Design lmsm_sequencer, sky130hd; sources not shown.
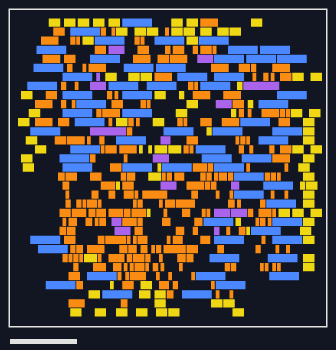
(run_1/cell_classes.png)
Scale bar: 20 µm.
Key: orange = all other logic [cells 241, share of their area 39%]; yellow = other buffers and delay cells [cells 88, share of their area 18%]; purple = clock drivers and dummy loads [cells 16, share of their area 5.0%]; blue = flops [cells 66, share of their area 38%]
area inside the core boundary: 8299 µm²
placement row count: 33

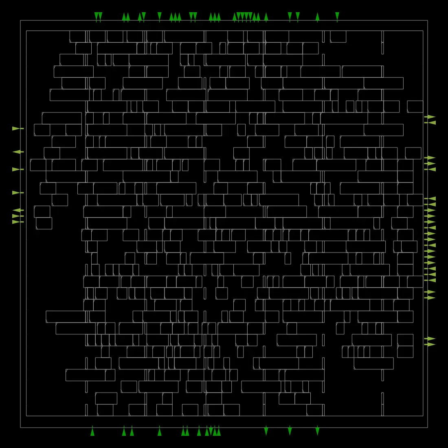
(run_1/final_placement.png)
Fill cells: 753
inserted tap cell count: 105
register fraction of the total cell area: 36.67%

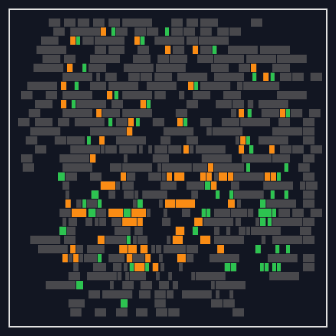
(run_1/gate_families.png)
Key: green = NAND gates [cells 60, where all over the die]; orange = inverting AOI/OAI gates [cells 63]
final cell count without fillers: 516
multi-input gate share of the layout cell area: 36.78%
top logic cell by instance count in the layout: clkdlybuf4s50_1

==> report_table.html, run 1 <==
<h2>Implementation results</h2>
<table>
<tr><th>Metric</th><th>Value</th></tr>
<tr><th colspan="2">Power and ir drop</th></tr>
<tr><td>Int Pwr</td><td>1.360 mW</td></tr>
<tr><td>Sum of internal, switching and leakage power</td><td>roughly 1.9 mW</td></tr>
<tr><td>Power dissipated in combinational cells</td><td>a little over 0.5 mW</td></tr>
<tr><td>Group with the largest share of power</td><td>sequential cells</td></tr>
<tr><td>Net Sw Power</td><td>just under 0.6 mW</td></tr>
<tr><td>Sequential group power</td><td>just over 0.8 mW</td></tr>
<tr><th colspan="2">Routing</th></tr>
<tr><td>DR WL met2</td><td>3.951 mm</td></tr>
<tr><td>DRC violation count after routing</td><td>0</td></tr>
<tr><td>Average wire length per cell after detail routing</td><td>around 17 µm</td></tr>
<tr><td>Drt total wl</td><td>between 8 and 9 mm</td></tr>
<tr><td>Highest Signal Layer</td><td>met4</td></tr>
<tr><td>Detailed-route via count</td><td>2746</td></tr>
<tr><th colspan="2">Floorplanning</th></tr>
<tr><td>Core utilization before placement</td><td>41.60%</td></tr>
<tr><td>Chip Footprint</td><td>about 9000 µm²</td></tr>
<tr><td>DIE HEIGHT</td><td>between 90 and 100 µm</td></tr>
<tr><td>IO Count</td><td>~72</td></tr>
<tr><th colspan="2">Setup path</th></tr>
<tr><td>Classification of the worst setup path</td><td>in -&gt; out</td></tr>
<tr><td>Critical Path Slowest Stage Cell</td><td>clkdlybuf4s50_1</td></tr>
<tr><td>Cell class contributing the biggest share of worst-path delay</td><td>buffers and inverters</td></tr>
<tr><td>Crit start category</td><td>input pin</td></tr>
<tr><td>Critical path's largest stage delay</td><td>roughly 0.66 ns</td></tr>
<tr><td>CP dominant cell by count</td><td>clkdlybuf4s50_1</td></tr>
<tr><th colspan="2">Cells and area</th></tr>
<tr><td>Diode insertion count for antenna repair</td><td>0</td></tr>
<tr><td>Flip-flops</td><td>approximately 66</td></tr>
<tr><td>Fraction of cell area in non-clock buffers</td><td>17.92%</td></tr>
<tr><td>Final Net Count</td><td>about 440</td></tr>
<tr><th colspan="2">STA</th></tr>
<tr><td># setup viols final</td><td>0</td></tr>
<tr><td>Setup repair after global routing missed its margin</td><td>false</td></tr>
<tr><td>Remaining max-slew budget at the tightest pin</td><td>approximately 45%</td></tr>
<tr><td>Period Utilization, post-route</td><td>between 90% and 100%</td></tr>
<tr><td>Final tally of hold violations</td><td>0</td></tr>
<tr><td>Final min period</td><td>3.964 ns</td></tr>
<tr><th colspan="2">Global route</th></tr>
<tr><td>Busiest layer in global routing</td><td>met1</td></tr>
<tr><td>Number of global-route vias before repair</td><td>between 2000 and 3000</td></tr>
<tr><td>Met3 demand-to-capacity share in global routing</td><td>under 10%</td></tr>
<tr><th colspan="2">Placement</th></tr>
<tr><td>Pre-CTS WS</td><td>between 0.15 and 0.2 ns</td></tr>
<tr><td>Last weighted congestion value of the routability-driven placer</td><td>between 0.8 and 0.9</td></tr>
<tr><th colspan="2">Outcome</th></tr>
<tr><td>Outcome</td><td>completed</td></tr>
<tr><th colspan="2">Synthesis</th></tr>
<tr><td>Top area cells in the synthesized netlist</td><td>dfrtp_1, mux2_4, mux2i_1, nand2_1, o21ai_0</td></tr>
<tr><td>Number of instances in the synthesized netlist</td><td>approximately 330</td></tr>
<tr><td>Share of synthesized area occupied by flip-flops and latches</td><td>a little under half</td></tr>
<tr><td>Cell total in the yosys stat output</td><td>between 300 and 400</td></tr>
<tr><td>Main combinational cell family by area after synthesis</td><td>multiplexers</td></tr>
<tr><td>Most frequent cells after synthesis</td><td>dfrtp_1, nand2_1, o21ai_0</td></tr>
<tr><td>Most frequently used flop master after synthesis</td><td>dfrtp_1</td></tr>
<tr><td>Top cell type by instance count after synthesis</td><td>dfrtp_1</td></tr>
<tr><th colspan="2">Clock network</th></tr>
<tr><td>Setup Buffers After CTS</td><td>0</td></tr>
<tr><td>TritonCTS clock tree</td><td>built</td></tr>
<tr><td>Root Driver</td><td>clkbuf_8</td></tr>
<tr><td>CTS-repair resized insts</td><td>0</td></tr>
<tr><td>Clock latency at the later pin of the worst-skew pair</td><td>0.34 ns</td></tr>
<tr><td>CTS Hold Bufs</td><td>0</td></tr>
<tr><th colspan="2">Min path</th></tr>
<tr><td>Worst Hold Path Cells</td><td>2</td></tr>
</table>
==> run_1/clock_map.png <==
Scale bar: 20 µm.
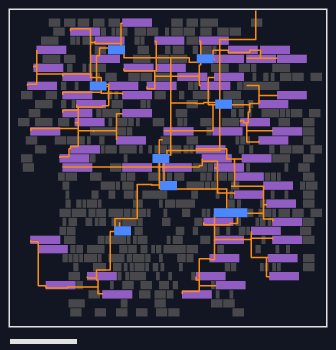

==> run 2: changes to the inputs <==
ABC_CLOCK_PERIOD_IN_PS = 4100   (was unset)
CORE_MARGIN = 8   (was unset)
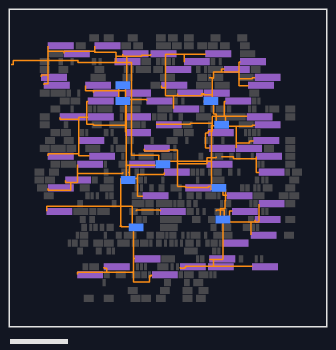
(run_2/clock_map.png)
Scale bar: 20 µm.
Key: purple = flip-flops [count 66]; blue = cells driving clock nets [count 9]; orange = clock wires [length 913 µm]
Position of the flops: all over the die.
part of the power in the clock network: 31.4%
clock latency at the later pin of the worst-skew pair: 0.34 ns
clock-net power: 0.613 mW

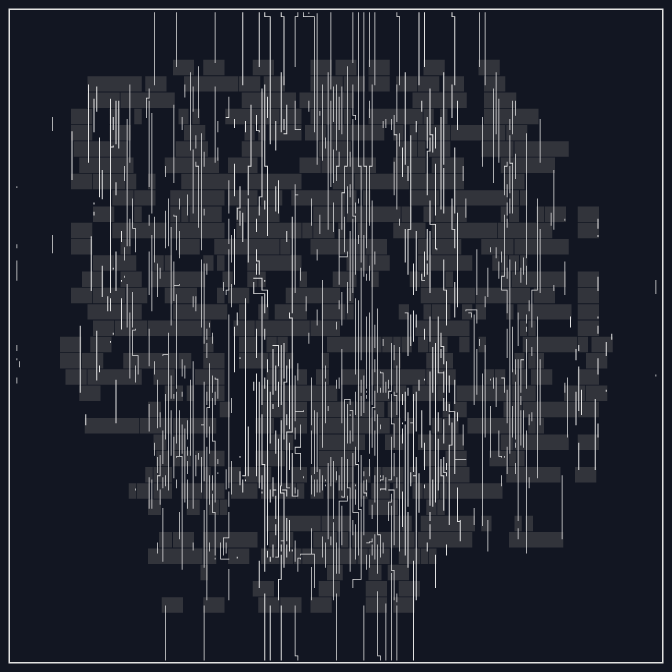
(run_2/met2.png)
Cells faint in the background.
382 nets have wire on it. The layer carries 4270 µm of wire. The longest straight run is 34.0 µm.
detailed-route via count: 2820
drt total wl: 9.495 mm
global-route met2 utilization: 24.31%

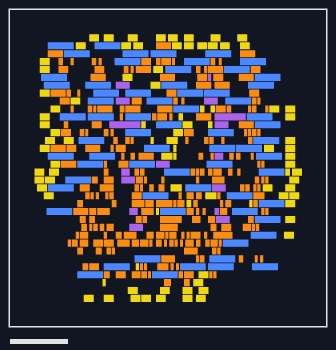
(run_2/cell_classes.png)
Scale bar: 20 µm.
Key: purple = clock drivers and dummy loads [cells 16, share of their area 5.0%]; blue = flops [cells 66, share of their area 38%]; yellow = other buffers and delay cells [cells 88, share of their area 18%]; orange = all other logic [cells 241, share of their area 39%]
placement row count: 34
fin area: 4509 µm²
register fraction of the total cell area: 36.63%

==> run 2 against run 1 <==
Compared with the run above: area after synthesis is the same; global-route usage shrank 4.1 points; critical path depth unchanged; critical path type unchanged.
==> report_table.html, run 2 <==
<h2>Implementation results</h2>
<table>
<tr><th>Metric</th><th>Value</th></tr>
<tr><th colspan="2">Cells and area</th></tr>
<tr><td>Fill cells</td><td>just under 800</td></tr>
<tr><td>Multi-input gate share of the layout cell area</td><td>~37%</td></tr>
<tr><td>Top logic cell by instance count in the layout</td><td>clkdlybuf4s50_1</td></tr>
<tr><td>Multi-input comb cells</td><td>231</td></tr>
<tr><td>Final Net Count</td><td>444</td></tr>
<tr><td>Diode insertion count for antenna repair</td><td>0</td></tr>
<tr><td>Register area</td><td>roughly 1700 µm²</td></tr>
<tr><td>Fraction of cell area in non-clock buffers</td><td>between 15 and 20%</td></tr>
<tr><td>Flip-flops</td><td>66</td></tr>
<tr><td>Final cell count without fillers</td><td>519</td></tr>
<tr><th colspan="2">Placement</th></tr>
<tr><td>Last weighted congestion value of the routability-driven placer</td><td>0.8830</td></tr>
<tr><td>Area of placed instances</td><td>4290 µm²</td></tr>
<tr><td>Placed wire-length estimate after detailed placement</td><td>around 6.8 mm</td></tr>
<tr><td>Cell count after placement</td><td>between 500 and 600</td></tr>
<tr><td>Pre-CTS WS</td><td>between 0.15 and 0.2 ns</td></tr>
<tr><th colspan="2">Global route</th></tr>
<tr><td>Met3 demand-to-capacity share in global routing</td><td>3.842%</td></tr>
<tr><td>Busiest layer in global routing</td><td>met2</td></tr>
<tr><td>Number of global-route vias before repair</td><td>2793</td></tr>
<tr><th colspan="2">STA</th></tr>
<tr><td>Remaining max-slew budget at the tightest pin</td><td>between 40% and 50%</td></tr>
<tr><td>Maximum clock rate</td><td>0.2570 GHz</td></tr>
<tr><td>Period Utilization, post-route</td><td>94.90%</td></tr>
<tr><td>Final min period</td><td>just under 4 ns</td></tr>
<tr><td># setup viols final</td><td>0</td></tr>
<tr><td>Setup repair after global routing missed its margin</td><td>false</td></tr>
<tr><td>Final tally of hold violations</td><td>0</td></tr>
<tr><th colspan="2">Synthesis</th></tr>
<tr><td>Main combinational cell family by area after synthesis</td><td>multiplexers</td></tr>
<tr><td>Most frequently used flop master after synthesis</td><td>dfrtp_1</td></tr>
<tr><td>Most frequent cells after synthesis</td><td>dfrtp_1, nand2_1, o21ai_0</td></tr>
<tr><td>Share of synthesized area occupied by flip-flops and latches</td><td>47.84%</td></tr>
<tr><td>Number of instances in the synthesized netlist</td><td>roughly 330</td></tr>
<tr><td>Top cell type by instance count after synthesis</td><td>dfrtp_1</td></tr>
<tr><td>Number of flops mapped to enable cells by yosys</td><td>0</td></tr>
<tr><td>Total cell area reported by yosys after synthesis</td><td>3452 µm²</td></tr>
<tr><td>Simple logic cell fraction of the synthesized area</td><td>between 10% and 20%</td></tr>
<tr><td>Post-Synthesis Cell Area</td><td>around 3500 µm²</td></tr>
<tr><td>Fraction of the mapped netlist area in adder cells</td><td>less than 1%</td></tr>
<tr><td>Top area cells in the synthesized netlist</td><td>dfrtp_1, mux2_4, mux2i_1, nand2_1, o21ai_0</td></tr>
<tr><td>Cell total in the yosys stat output</td><td>between 300 and 400</td></tr>
<tr><td>Area leader, netlist</td><td>dfrtp_1</td></tr>
<tr><th colspan="2">Power and ir drop</th></tr>
<tr><td>Group with the largest share of power</td><td>sequential cells</td></tr>
<tr><td>Power density over cell area</td><td>roughly 430 nW/µm²</td></tr>
<tr><td>Net Sw Power</td><td>0.5951 mW</td></tr>
<tr><td>Int Pwr</td><td>around 1.4 mW</td></tr>
<tr><td>Worst vdd ir</td><td>around 0.00022 V</td></tr>
<tr><td>Switching power share of the total</td><td>a little under a third</td></tr>
<tr><td>Sum of internal, switching and leakage power</td><td>roughly 2 mW</td></tr>
<tr><td>Sequential group power</td><td>0.829 mW</td></tr>
<tr><td>Power share of the combinational group</td><td>approximately a quarter</td></tr>
<tr><td>Power dissipated in combinational cells</td><td>around 0.5 mW</td></tr>
<tr><th colspan="2">Clock network</th></tr>
<tr><td>Maximum count of clock buffers along a single path</td><td>2</td></tr>
<tr><td>TritonCTS clock tree</td><td>built</td></tr>
<tr><td>Setup Buffers After CTS</td><td>0</td></tr>
<tr><td>CTS Hold Bufs</td><td>0</td></tr>
<tr><td>Number of buffers added by the clock tree synthesis step</td><td>9</td></tr>
<tr><td>CTS-repair resized insts</td><td>0</td></tr>
<tr><td>Root Driver</td><td>clkbuf_8</td></tr>
<tr><th colspan="2">Routing</th></tr>
<tr><td>DRC violation count after routing</td><td>0</td></tr>
<tr><td>DR WL met2</td><td>between 4 and 5 mm</td></tr>
<tr><td>Average wire length per cell after detail routing</td><td>18.29 µm</td></tr>
<tr><td>Initial detailed-routing violation count</td><td>between 150 and 200</td></tr>
<tr><td>Highest Signal Layer</td><td>met4</td></tr>
<tr><th colspan="2">Setup path</th></tr>
<tr><td>Classification of the worst setup path</td><td>in -&gt; out</td></tr>
<tr><td>CP dominant cell by count</td><td>clkdlybuf4s50_1</td></tr>
<tr><td>Cell class contributing the biggest share of worst-path delay</td><td>buffers and inverters</td></tr>
<tr><td>Crit start category</td><td>input pin</td></tr>
<tr><td>Critical path's largest stage delay</td><td>around 0.66 ns</td></tr>
<tr><td>Critical Path Slowest Stage Cell</td><td>clkdlybuf4s50_1</td></tr>
<tr><td>Required @ worst endpoint</td><td>approximately 3.4 ns</td></tr>
<tr><th colspan="2">Floorplanning</th></tr>
<tr><td>Chip Footprint</td><td>~12000 µm²</td></tr>
<tr><td>DIE HEIGHT</td><td>108.9 µm</td></tr>
<tr><td>IO Count</td><td>between 70 and 80</td></tr>
<tr><td>Core utilization before placement</td><td>40.37%</td></tr>
<tr><td>Width of the die</td><td>108.9 µm</td></tr>
<tr><td>Inserted tap cell count</td><td>108</td></tr>
<tr><td>Area inside the core boundary</td><td>8551 µm²</td></tr>
<tr><th colspan="2">Min path</th></tr>
<tr><td>Worst Hold Path Cells</td><td>2</td></tr>
<tr><th colspan="2">Outcome</th></tr>
<tr><td>Outcome</td><td>completed</td></tr>
</table>
Power figures rest on the tool's default switching activity, not on a simulated workload.
